===== config.mk =====
export PLATFORM = sky130hd
export DESIGN_NAME = laundry_scheduler
export DESIGN_NICKNAME = d
export VERILOG_FILES = /design/src/rtl/laundry_scheduler.sv
export SDC_FILE = /design/constraint.sdc
export NUM_CORES = 1
export LEC_CHECK = 0
export CAP_MARGIN = 30
export CORE_MARGIN = 1
export CORE_UTILIZATION = 35
export DETAILED_ROUTE_END_ITERATION = 12
export MAX_ROUTING_LAYER = met4
export SLEW_MARGIN = 10
export SYNTH_ARGS = -nofsm -noshare
export SYNTH_HDL_FRONTEND = slang
export SYNTH_SLANG_ARGS = --single-unit

===== constraint.sdc =====
create_clock -name clk -period 3.38 [get_ports clk]
set_input_delay 0.676 -clock clk [delete_from_list [all_inputs] [get_ports clk]]
set_output_delay 0.676 -clock clk [all_outputs]
set_load 0.05 [all_outputs]

===== src/rtl/laundry_scheduler.sv =====
// rtl/laundry_scheduler.sv - round-robin owner arbitration and stall watchdog for one shared washing machine
module laundry_scheduler #(
  parameter int NUM_USERS     = 4,
  parameter int START_TIMEOUT = 8,
  parameter int RUN_TIMEOUT   = 64
) (
  input  logic                 clk,
  input  logic                 rst_n,
  input  logic [NUM_USERS-1:0] req,
  input  logic                 supply,
  input  logic [2:0]           stage,
  input  logic                 clear_fault,
  output logic                 cycle,
  output logic [NUM_USERS-1:0] grant,
  output logic                 busy,
  output logic [NUM_USERS-1:0] done,
  output logic                 fault
);

  localparam int PW = (NUM_USERS > 1) ? $clog2(NUM_USERS) : 1;

  // Machine stage codes as seen on the stage bus.
  localparam logic [2:0] MS_IDLE = 3'd0;
  localparam logic [2:0] MS_FILL = 3'd1;
  localparam logic [2:0] MS_DONE = 3'd5;

  localparam logic [15:0] START_LIM = 16'(START_TIMEOUT);
  localparam logic [15:0] RUN_LIM   = 16'(RUN_TIMEOUT);

  typedef enum logic [2:0] {
    S_IDLE,
    S_START,
    S_RUN,
    S_FINISH,
    S_FAULT
  } state_t;

  state_t               state;
  state_t               state_next;
  logic [PW-1:0]        ptr;
  logic [PW-1:0]        ptr_next;
  logic [PW-1:0]        owner;
  logic [PW-1:0]        owner_next;
  logic [PW-1:0]        owner_wrap;
  logic [NUM_USERS-1:0] grant_next;
  logic [NUM_USERS-1:0] done_next;
  logic [15:0]          wdog;
  logic [15:0]          wdog_next;
  logic [15:0]          wdog_inc;
  logic                 found;
  logic [PW-1:0]        pick;
  int                   idx;

  // Watchdog increment saturates so a very long stall cannot wrap back to a small count.
  assign wdog_inc = (wdog == 16'hFFFF) ? wdog : wdog + 16'd1;

  // Next search start after a completed program: the user after the winner, wrapping.
  assign owner_wrap = (owner == PW'(NUM_USERS - 1)) ? '0 : owner + 1'b1;

  // Round-robin search: first set request at or above ptr, wrapping to index 0.
  always_comb begin
    found = 1'b0;
    pick  = ptr;
    idx   = 0;
    for (int i = 0; i < NUM_USERS; i++) begin
      idx = int'(ptr) + i;
      if (idx >= NUM_USERS) idx = idx - NUM_USERS;
      if (!found && req[idx[PW-1:0]]) begin
        found = 1'b1;
        pick  = idx[PW-1:0];
      end
    end
  end

  // Next-state logic: arbitration, program tracking, watchdog and fault handling.
  always_comb begin
    state_next = state;
    grant_next = grant;
    done_next  = '0;
    ptr_next   = ptr;
    owner_next = owner;
    wdog_next  = wdog;
    case (state)
      S_IDLE: begin
        if (supply && found && stage == MS_IDLE) begin
          grant_next = NUM_USERS'(1) << pick;
          owner_next = pick;
          wdog_next  = '0;
          state_next = S_START;
        end
      end
      S_START: begin
        if (stage == MS_FILL) begin
          wdog_next  = '0;
          state_next = S_RUN;
        end else if (supply) begin
          wdog_next = wdog_inc;
          if (wdog_inc >= START_LIM) begin
            grant_next = '0;
            state_next = S_FAULT;
          end
        end
      end
      S_RUN: begin
        // IDLE or an undefined code mid-program means the machine lost its place.
        if (stage == MS_IDLE || stage > MS_DONE) begin
          grant_next = '0;
          state_next = S_FAULT;
        end else if (stage == MS_DONE) begin
          state_next = S_FINISH;
        end else if (supply) begin
          wdog_next = wdog_inc;
          if (wdog_inc >= RUN_LIM) begin
            grant_next = '0;
            state_next = S_FAULT;
          end
        end
      end
      S_FINISH: begin
        if (stage == MS_IDLE) begin
          done_next  = grant;
          grant_next = '0;
          ptr_next   = owner_wrap;
          state_next = S_IDLE;
        end
      end
      S_FAULT: begin
        // ptr is left alone so the faulted user is offered the machine first.
        grant_next = '0;
        if (clear_fault && stage == MS_IDLE) state_next = S_IDLE;
      end
      default: begin
        grant_next = '0;
        state_next = S_IDLE;
      end
    endcase
  end

  // State and registered outputs; reset clears everything, including the search pointer.
  always_ff @(posedge clk or negedge rst_n) begin
    if (!rst_n) begin
      state <= S_IDLE;
      grant <= '0;
      done  <= '0;
      ptr   <= '0;
      owner <= '0;
      wdog  <= '0;
    end else begin
      state <= state_next;
      grant <= grant_next;
      done  <= done_next;
      ptr   <= ptr_next;
      owner <= owner_next;
      wdog  <= wdog_next;
    end
  end

  // Start request follows supply only while waiting for the machine to leave IDLE.
  assign cycle = (state == S_START) && supply;
  assign busy  = (state == S_START) || (state == S_RUN) || (state == S_FINISH);
  assign fault = (state == S_FAULT);

endmodule

### Signal wires on met1, run 1

Bar = 20 um.
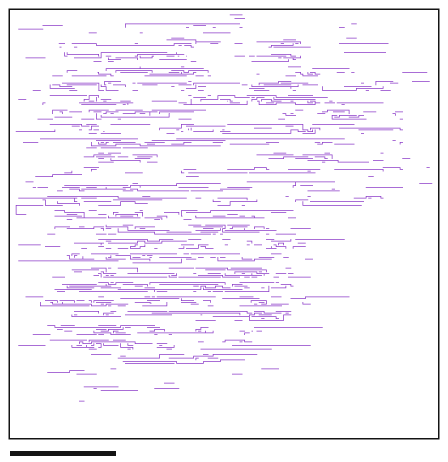
share of all routed wire: 47%
longest straight run: 31.7 um
met1 global-route usage: 0.250
final wirelength: 5630 um
Vias: 2,141

### Metal 2, run 1

Bar = 20 um.
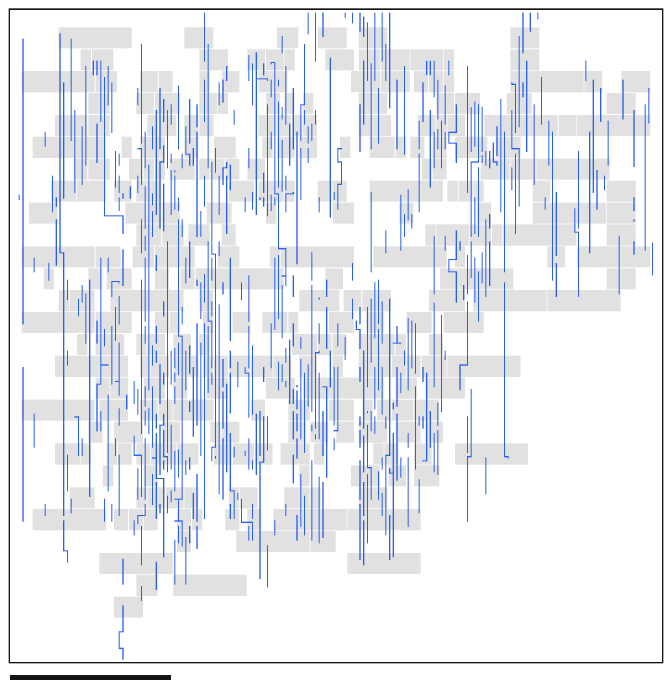
wire length on this layer: 2,660 um
main direction: vertical
nets with wire on the layer: 259
share of all routed wire: 47%
grt met2 use: 0.298

==> results.cfg, run 1 <==
; yosys + openroad results
[run_status]
status = finished clean

[layout]
clkCellAreaFrac = 0.0325
top_regs = wdog (16), done (4), grant (4)
largest_register_ffs = 16
buffers = 31
finalInstanceArea_um2 = 2580
sh_seq_area = 0.301
lay_top_cells = 31 x dfrtp_1, 24 x nor2_1, 22 x nand2_1, 20 x clkdlybuf4s50_1, 16 x a21oi_1
inverters_excl_clock = 5
multiInputGateArea_um2 = 1330
fillers = 622
nClkBuffers = 5
comb_cells = 207
regMostFlops = wdog
lay_top_count = dfrtp_1

[power]
pwr-share-clk = 0.181
ir_worst_vdd_uv = 401
p_leak_nw = 1.01
power_leader = combinational logic
swShare = 0.435
power_frac_seq = 0.343
power_mw = 1.57
power_per_cell_area_nw_per_um2 = 607
seq_power_uw = 538
cell_internal_pwr_uw = 886
powerComb_uw = 745

[yosys]
async_reset_ff_frac = 1.00
syn-cell-area_um2 = 2180
synthTopCellsByArea = dfrtp_1 36%, nor2_1 4.1%, nand2_1 3.8%, a21oi_1 3.7%, o21ai_0 3.4%
yosysTopAreaCell = dfrtp_1
postSynthSeqShare = 0.355
ff_type = dfrtp_1
ys_cells = 257
ys_warn_count = 0
adder_share = 0.0115

[worst_setup_path]
worstPathArrival_ns = 3.00
cp-endpoint = state[0]$_DFFE_PN0P_
crit_buf_inv = 0
required_ns = 3.54
r2r_start = wdog[0]$_DFFE_PN0P_
cp.depth = 7
reg2reg_depth = 7
crit_type = reg2reg
path_cells = ha_1 > nand2_1 > or3_4 > a311o_1 > a2111oi_4 > a31o_2 > mux2_1
rrSetupSlack_ns = 0.55
cp_max_fo = 6

[clocking]
htreeDepth = 2
clk_pin_slew_worst_paths_ns = 0.07
cts_setup_buffers = 0
cts_inserted_buffers = 5
insertion_delay_ns = 0.28
tritoncts = done

[route]
wl_per_cell_um = 15.8
wl_met3_um = 238
first_pass_iters = 4
m1WireLength_um = 2630

[placed_design]
dp_cells = 349
dp_hpwl_um = 4220
place.gp.congestion = 0.875
place_ws_ns = 0.338

[hold_path]
min_to = owner[1]$_DFFE_PN0P_
holdPathStages = 1

[timing]
final-hold-violation-count = 0
finalSetupViolations = 0
rsz0062_at_grt = false
hold_ws_ns = 0.503
finalClockPeriodUsage = 0.838
setup_ws_ns = 0.547

[floorplanning]
num_rows = 28
dieArea_um2 = 6560
io-pin-count = 22
taps = 75

[grt]
grt_usage = 0.192
grt_pass1_wl_um = 9410
grt_pass1_vias = 1962
grt-busiest-layer = met2
### Met3 routing, run 1

Bar = 20 um.
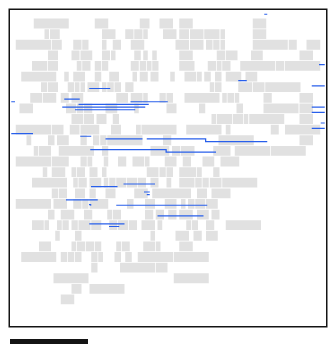
main direction: horizontal
longest straight run: 23.0 um
wire length on this layer: 239 um
grt met3 use: 0.0337

### Cell density map, run 1

8 x 8 tiles, from white (low) to dark blue (high), 0 to 100% covered.
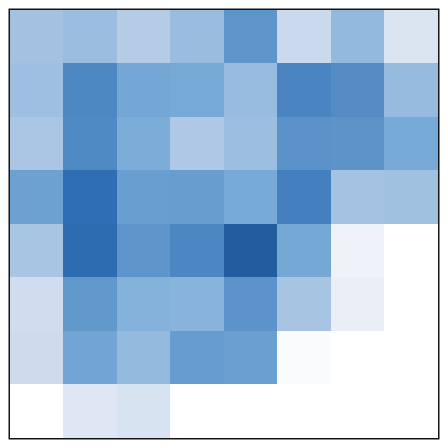
fullest tile: 82%
emptiest ninth of the die: bottom right
nearly empty tiles: 16%
tiles over 75% full: 3.1%
final core utilization: 0.433
Init Core Util: 0.367
core area: 5960 um^2

### Track usage over the die, run 1

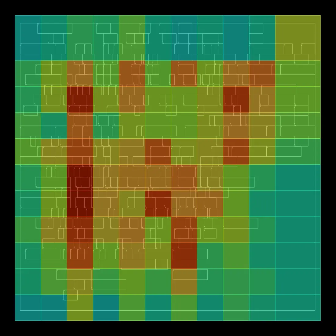

## Run 2: what changed since run 1
==> constraint.sdc (replaced) <==
create_clock -name clk -period 2.3 [get_ports clk]
set_input_delay 0.46 -clock clk [delete_from_list [all_inputs] [get_ports clk]]
set_output_delay 0.46 -clock clk [all_outputs]
set_load 0.05 [all_outputs]
### Track usage over the die, run 2

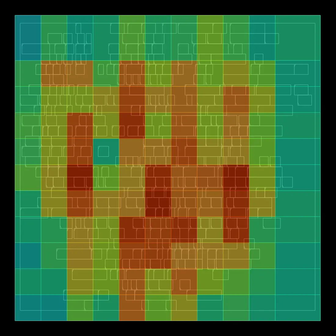
met1 global-route usage: 0.267
busiest layer in global routing: met2
Tot GR Track Use: 0.216

==> run 2 against run 1 <==
The flow now finishes with violations (setup timing). Area after synthesis stayed put. Synthesized cell count is the same. Critical path depth grew 3. Largest cell class unchanged.
==> results.cfg, run 2 <==
; yosys + openroad results
[floorplanning]
num_rows = 28
taps = 75

[yosys]
ys_cells = 257
syn-cell-area_um2 = 2180
postSynthSeqShare = 0.355
async_reset_ff_frac = 1.00
synthTopCellsByArea = dfrtp_1 36%, nor2_1 4.1%, nand2_1 3.8%, a21oi_1 3.7%, o21ai_0 3.4%
ff_type = dfrtp_1

[timing]
hold_ws_ns = 0.492
setup_ws_ns = -0.0528
finalSetupViolations = 1
rsz0062_at_grt = true
finalClockPeriodUsage = 1.02

[placed_design]
place.gp.congestion = 0.911
dp_cells = 408
dp_hpwl_um = 4940
place_ws_ns = -0.335

[power]
pwr-share-clk = 0.176
swShare = 0.412
p_leak_nw = 1.45
cell_internal_pwr_mw = 1.64
seq_power_uw = 726
power_per_cell_area_nw_per_um2 = 842
power_frac_seq = 0.260
ir_worst_vdd_uv = 617
power_mw = 2.79

[worst_setup_path]
r2r_start = wdog[1]$_DFFE_PN0P_
cp.depth = 10
path_cells = ha_4 > nand4_1 > buf_6 > buf_4 > nor4_2 > buf_4 > mux2i_4 > nor4_4 > a31o_2 > mux2_4
cp-endpoint = state[0]$_DFFE_PN0P_
required_ns = 2.47
crit_type = reg2reg
crit_buf_inv = 3

[layout]
regMostFlops = wdog
fillers = 538
lay_top_cells = 77 x buf_4, 31 x dfrtp_1, 23 x nor2_1, 21 x nand2_1
largest_register_ffs = 16
multiInputGateArea_um2 = 1510
top_regs = wdog (16), done (4), grant (4)

[run_status]
violations = setup timing
status = finished, violations left

[grt]
use_met2 = 0.357
grt_pass1_wl_um = 10400

[route]
wl_met3_um = 321
wl_per_cell_um = 16.0

[clocking]
clk_pin_slew_worst_paths_ns = 0.07
cts_setup_buffers = 1
cts_inserted_buffers = 5

[hold_path]
holdPathStages = 1
Power figures rest on the tool's default switching activity, not on a simulated workload.
